### Sequential cells grouped by signal name, run 1

The bar under the picture is 20 um long. Other sequential cells in the stronger gray, the rest of the logic in the fainter gray.
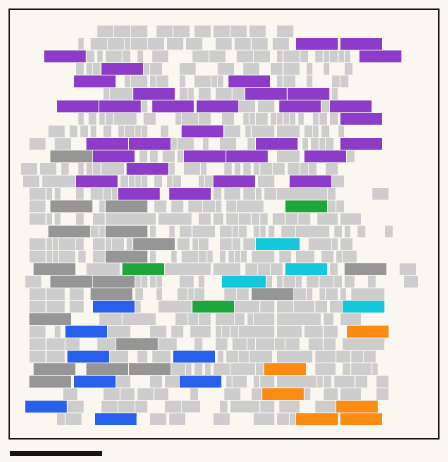
### Cell placement, run 1

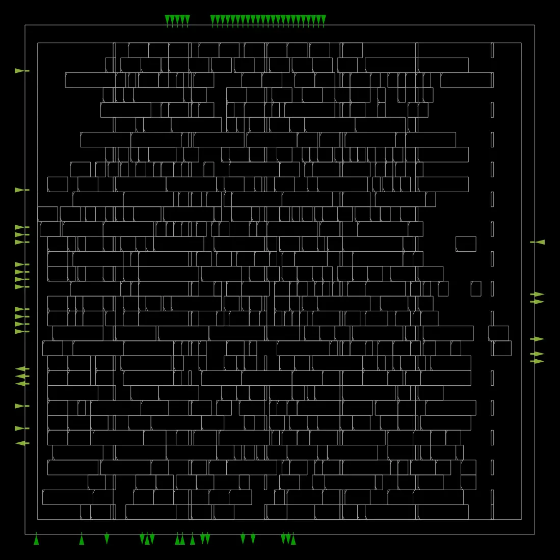
### Floorplan with the power grid, run 1

The bar under the picture is 20 um long. Pins as bars on the die edge. Tap cells in gray.
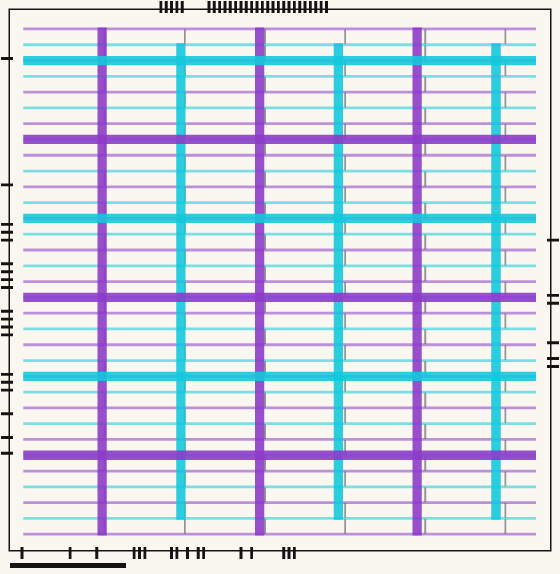
==> config.mk <==
export PLATFORM = sky130hd
export DESIGN_NAME = lpc_host
export DESIGN_NICKNAME = d
export VERILOG_FILES = /design/src/rtl/lpc_host.sv
export SDC_FILE = /design/constraint.sdc
export NUM_CORES = 1
export LEC_CHECK = 0
export CORE_MARGIN = 2
export CORE_UTILIZATION = 47
export CTS_CLUSTER_SIZE = 10
export DETAILED_ROUTE_END_ITERATION = 10
export MAX_ROUTING_LAYER = met4
export PLACE_DENSITY = 0.76
export SLEW_MARGIN = 20
export SYNTH_ARGS = -nofsm -noshare
export SYNTH_HDL_FRONTEND = slang
export SYNTH_SLANG_ARGS = --single-unit
==> constraint.sdc <==
create_clock -name clock -period 2.1 [get_ports clock]
set_clock_uncertainty 0.2 [all_clocks]
set_input_delay 0.21 -clock clock [delete_from_list [all_inputs] [get_ports clock]]
set_output_delay 0.21 -clock clock [all_outputs]
set_load 0.02 [all_outputs]
==> COMMIT_EDITMSG, run 1 <==
Record implementation results from latest flow run

- The number of cells reported by Yosys stat comes to 390.
* Fmax: 454 MHz
- The run finished, with violations left.
- For this run, the detailed router reports a per-instance via density of 5.58.
- Area Overhead vs Synth: 40.4%
* Clock tree from TritonCTS: yes
- Post-CTS clock slew at the launch and capture registers of the worst setup and hold paths: 80 ps
- The final hold violation count recorded for this run is 0.
- Per the detailed-route log, wirelength across all metal layers totals ~10000 um.
* Combinational group share of total power: 46.4%
- Sequential fraction of design power: 33.3%
- Counting only logic cells after layout, the most numerous master is nand2_1.
- DRC violation total after the first TritonRoute iteration: ~270
- Setup TNS: -662 ps
- Leak Pwr: 0.00239 uW
- In this run the power spent charging and discharging nets is 2400 uW.
- The internal power of the cells totals 3770 uW.
- The area recorded from the Yosys report for this design is 3720 um2.
- Sequential cells were found to cover 48.4% of the synthesized design area.
* Violations in the final reports: setup timing
- The tree is rooted in a clkbuf_8.
* RSZ-0062 raised after global routing: true
- Type of element launching the critical path: register
- In the layout the commonest cells are 81 x nand2_1, 70 x dfrtp_1, 59 x clkdlybuf4s50_1.
- Looking at the setup timing report, the critical path kind is register to register.
- The final timing report counts setup violations totalling 7.
- The top cell type by area accounts for 48.4% of the synthesized area.
* Most area-consuming cells after synthesis: dfrtp_1 48%, nand2_1 8.2%, mux2i_1 4.3%
* Number of flip-flops in the largest register: 32
- The floorplan step defined a die boundary enclosing 8650 um2.
- Global-route wire length before repair: 16300 um
- The cell type that accounts for the most area after synthesis is dfrtp_1.
* Post-route standard cell area excluding fillers: 5230 um2
* Number of top-level pins: about 69
* # Max-Cap Violations: 0
- Worst Slack Setup Final: -104 ps
* Diode count: 0
- During synthesis, Yosys emitted a total of 0 warnings.
* Share of layout cells above drive strength 1: about a quarter
* Buffers from clock root to sink, at most: 2
- Final Non-Filler Cells: 603
- The synthesized instance count is 390.
## Picture notes: 'Sequential cells grouped by signal name'
| name in the netlist | color | placed flops |
|---|---|---|
| rsp_data | blue | 8 |
| cnt | orange | 6 |
| addr_sh | purple | 32 |
| cyc_q | green | 3 |
| state | cyan | 4 |
not colored: 19
post-route core utilization: 68.1%
Sequential Power: 2060 uW
sequential share of cell area: 34.5%
register cell area after layout: 1800 um2

## Picture notes: 'Cell placement'
count of standard-cell rows: 32
placeable core area: 7690 um2
fill cell count: 575
flip-flops: 72

## Picture notes: 'Floorplan with the power grid'
| net | color |
|---|---|
| VSS | purple |
| VDD | cyan |
met1 rails: 33
tap cells: 102
rows: 32
met4 straps: 6
signal pins: 69
die y size: 93.0 um
die boundary width: 93.0 um

## run 1: kinds of logic after synthesis
family,count (synthesis),share of synthesized area (%)
xor+xnor,10,2.35
buf+inv,28,3.29
mux,24,6.72
compound gates,96,18.7
fa+ha+maj,2,0.672
simple gates,158,19.9
flops,72,48.4
## run 1: critical path: stages (launching register included)
cell and delay [ps]:
dfrtp_1 420, ha_4 170, nor4b_4 280, a211oi_2 150, o31ai_4 440, buf_4 190
a21o_4 170, a211oi_2 80
## run 1: layout make-up
class / instances / area, um2
clock buffer: 11 / 151
clock inverter: 5 / 78.8
fill: 575 / 2460
inverter: 5 / 18.8
multi-input combinational: 290 / 1940
sequential: 72 / 1800
tap: 102 / 128
timing repair buffer: 118 / 1110
==> inputs of run 2 (changes only) <==
- SETUP_SLACK_MARGIN: default -> 0.02
### Sequential cells grouped by signal name, run 2

The bar under the picture is 20 um long. Other sequential cells in the stronger gray, the rest of the logic in the fainter gray.
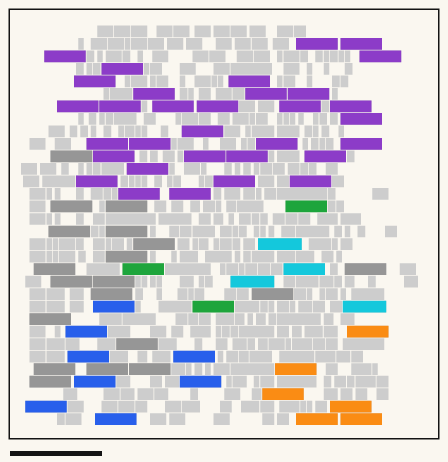
| name in the netlist | color | placed flops |
|---|---|---|
| rsp_data | blue | 8 |
| state | cyan | 4 |
| addr_sh | purple | 32 |
| cyc_q | green | 3 |
| cnt | orange | 6 |
not colored: 19
Sequential Power: 2050 uW
post-route core utilization: 68.1%

### Floorplan with the power grid, run 2

The bar under the picture is 20 um long. Pins as bars on the die edge. Tap cells in gray.
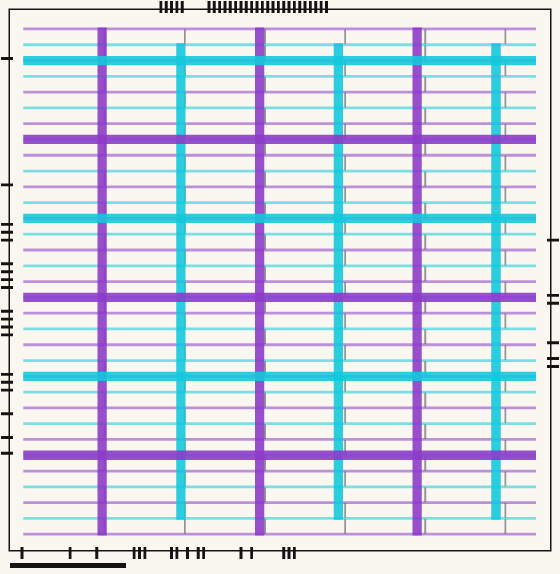
| net | color |
|---|---|
| VSS | purple |
| VDD | cyan |
signal pins: 69
rows: 32
met5 straps: 6
met1 rails: 33
largest voltage drop on the vdd net: 0.000514 V

==> COMMIT_EDITMSG, run 2 <==
Record implementation results from latest flow run

- Diode count: 0
- Per the gpl log, the routability congestion estimate is 0.906.
- After synthesis, the share of cell area in mux cells is 6.72%.
- According to the floorplan report, the die height is 93.0 um.
- Leaving out fill and tap cells, the most frequent cells in the layout are 80 x nand2_1, 69 x dfrtp_1, 59 x clkdlybuf4s50_1.
* Dominant non-sequential cell family after synthesis: simple AND/OR/NAND/NOR gates
- In this run the post-CTS setup repair buffer count came out at 3.
- Met2 wire length: between 4000 and 5000 um
* Power, Total: 6120 uW
* DRC violation total after the first TritonRoute iteration: 284
- Cell area power density: around 1200 nW/um2
- Leaving out fill and tap cells, the most frequent cell in the layout is nand2_1.
* Die boundary width: approximately 93 um
* Count of standard-cell rows: 32
- The chip area line in the Yosys stat output reads 3720 um2.
- Looking at the max-slew report, the worst-margin pin has a slew of between 600 and 700 ps.
* Met3 demand-to-capacity share in global routing: 4.03%
* GR Overflow Total: 0
* Core utilization at floorplan: 48.5%
* Cells along the critical path: ha_4, nor4b_4, inv_1, o41a_1, o211ai_4, a211oi_1
- Yosys printed 0 warnings.
- The die covers 8650 um2.
* Worst Slack Setup Final: 33.7 ps
- Cell chosen for the clock root: clkbuf_8
- Leading cell type by number of instances after synthesis: nand2_1
* Compound-cell area share of the yosys netlist: 18.7%
- Post-synthesis simple-gate area fraction: between 15 and 20%
- Per the synthesis report, the dominant area consumer among library cells is dfrtp_1.
- Routed WL per cell: 17.0 um
- Setup TNS: 0 ps
- Post-CTS clock slew at the launch and capture registers of the worst setup and hold paths: 90 ps
- Final Non-Filler Cells: 605
- Per Yosys stat, the portion of area used by sequential elements is 48.4%.
- STA classifies the critical path startpoint as a register.
- Worst setup path class: register to register
* Buffers on Ports: 67
* Synth Instances: 390
* Area Overhead vs Synth: 40.6%
- The floorplan report gives the top-level pin count as 69.
- Logic depth along the worst register-to-register path is recorded as 6.
- Final hold violations: 0
- # Cells Yosys: 390
- The run finished with clean final reports.
- Fin nets: 551
- Worst hold slack: 189 ps
- The clock passes through at most 2 buffers.
- The synthesis report lists the most area-consuming cells as dfrtp_1 48%, nand2_1 8.2%, mux2i_1 4.3%.
- # Max-Cap Violations: 0
- Share of layout cells above drive strength 1: between 20% and 30%
- The critical path's slowest stage uses the library cell o41a_1.
- The register with the most flip-flops in the layout has 32 of them.
- The logs give a warning total of 29.
- The finished cells cover 5240 um2.
- Per the finish-stage timing summary, setup violations number 0.
- Derived from the worst setup path, the maximum achievable clock frequency is 484 MHz.
* Data required time at the worst endpoint: ~2100 ps
- Register-to-register path setup slack: 30 ps
- Via-per-instance ratio: ~5.6
- Maximum single-stage delay on the critical path: ~430 ps
- Placeable core area: 7690 um2
- After Yosys synthesis, XOR and XNOR cells account for approximately 2.4% of the synthesized area.
* Number of remaining DRC errors: 0
* Leak Pwr: 0.00241 uW
- RSZ-0062 raised after global routing: true
* Final wirelength: 10300 um
- FA/HA/MAJ Cells, Area Fraction: less than 1%
- Dominant cell area share: 48.4%
* Clock tree from TritonCTS: yes
- For the finished layout, the period the worst path requires is 2070 ps.
* Global-route wire length before repair: 16600 um
==> run 2: cell counts after synthesis <==
Identical to the previous run, type by type.
==> run 2: cell type report <==
class	instances	area, um2
Fill cell	574	2450
Multi-Input combinational cell	290	1900
Sequential cell	72	1810
Timing Repair Buffer	120	1150
Clock buffer	11	151
Tap cell	102	128
Clock inverter	5	78.8
Inverter	5	18.8
==> run 2: power by group <==
part           internal, uW  switching, uW  total [uW]
Clock                   732            533        1260
Sequential             1760            289        2050
Combinational          1270           1540        2810
Total                  3760           2360        6120
==> run 2: worst max-delay path: cells and delay by family, from the launching register on <==
family | cells | cell delay [ps]
AND-OR/OR-AND | 3 | 830
buffers and inverters | 1 | 90
adder cells (fa/ha/maj) | 1 | 160
AND/OR/NAND/NOR | 1 | 240
flip-flops | 1 | 410
Power is estimated from default activity; no workload was simulated.
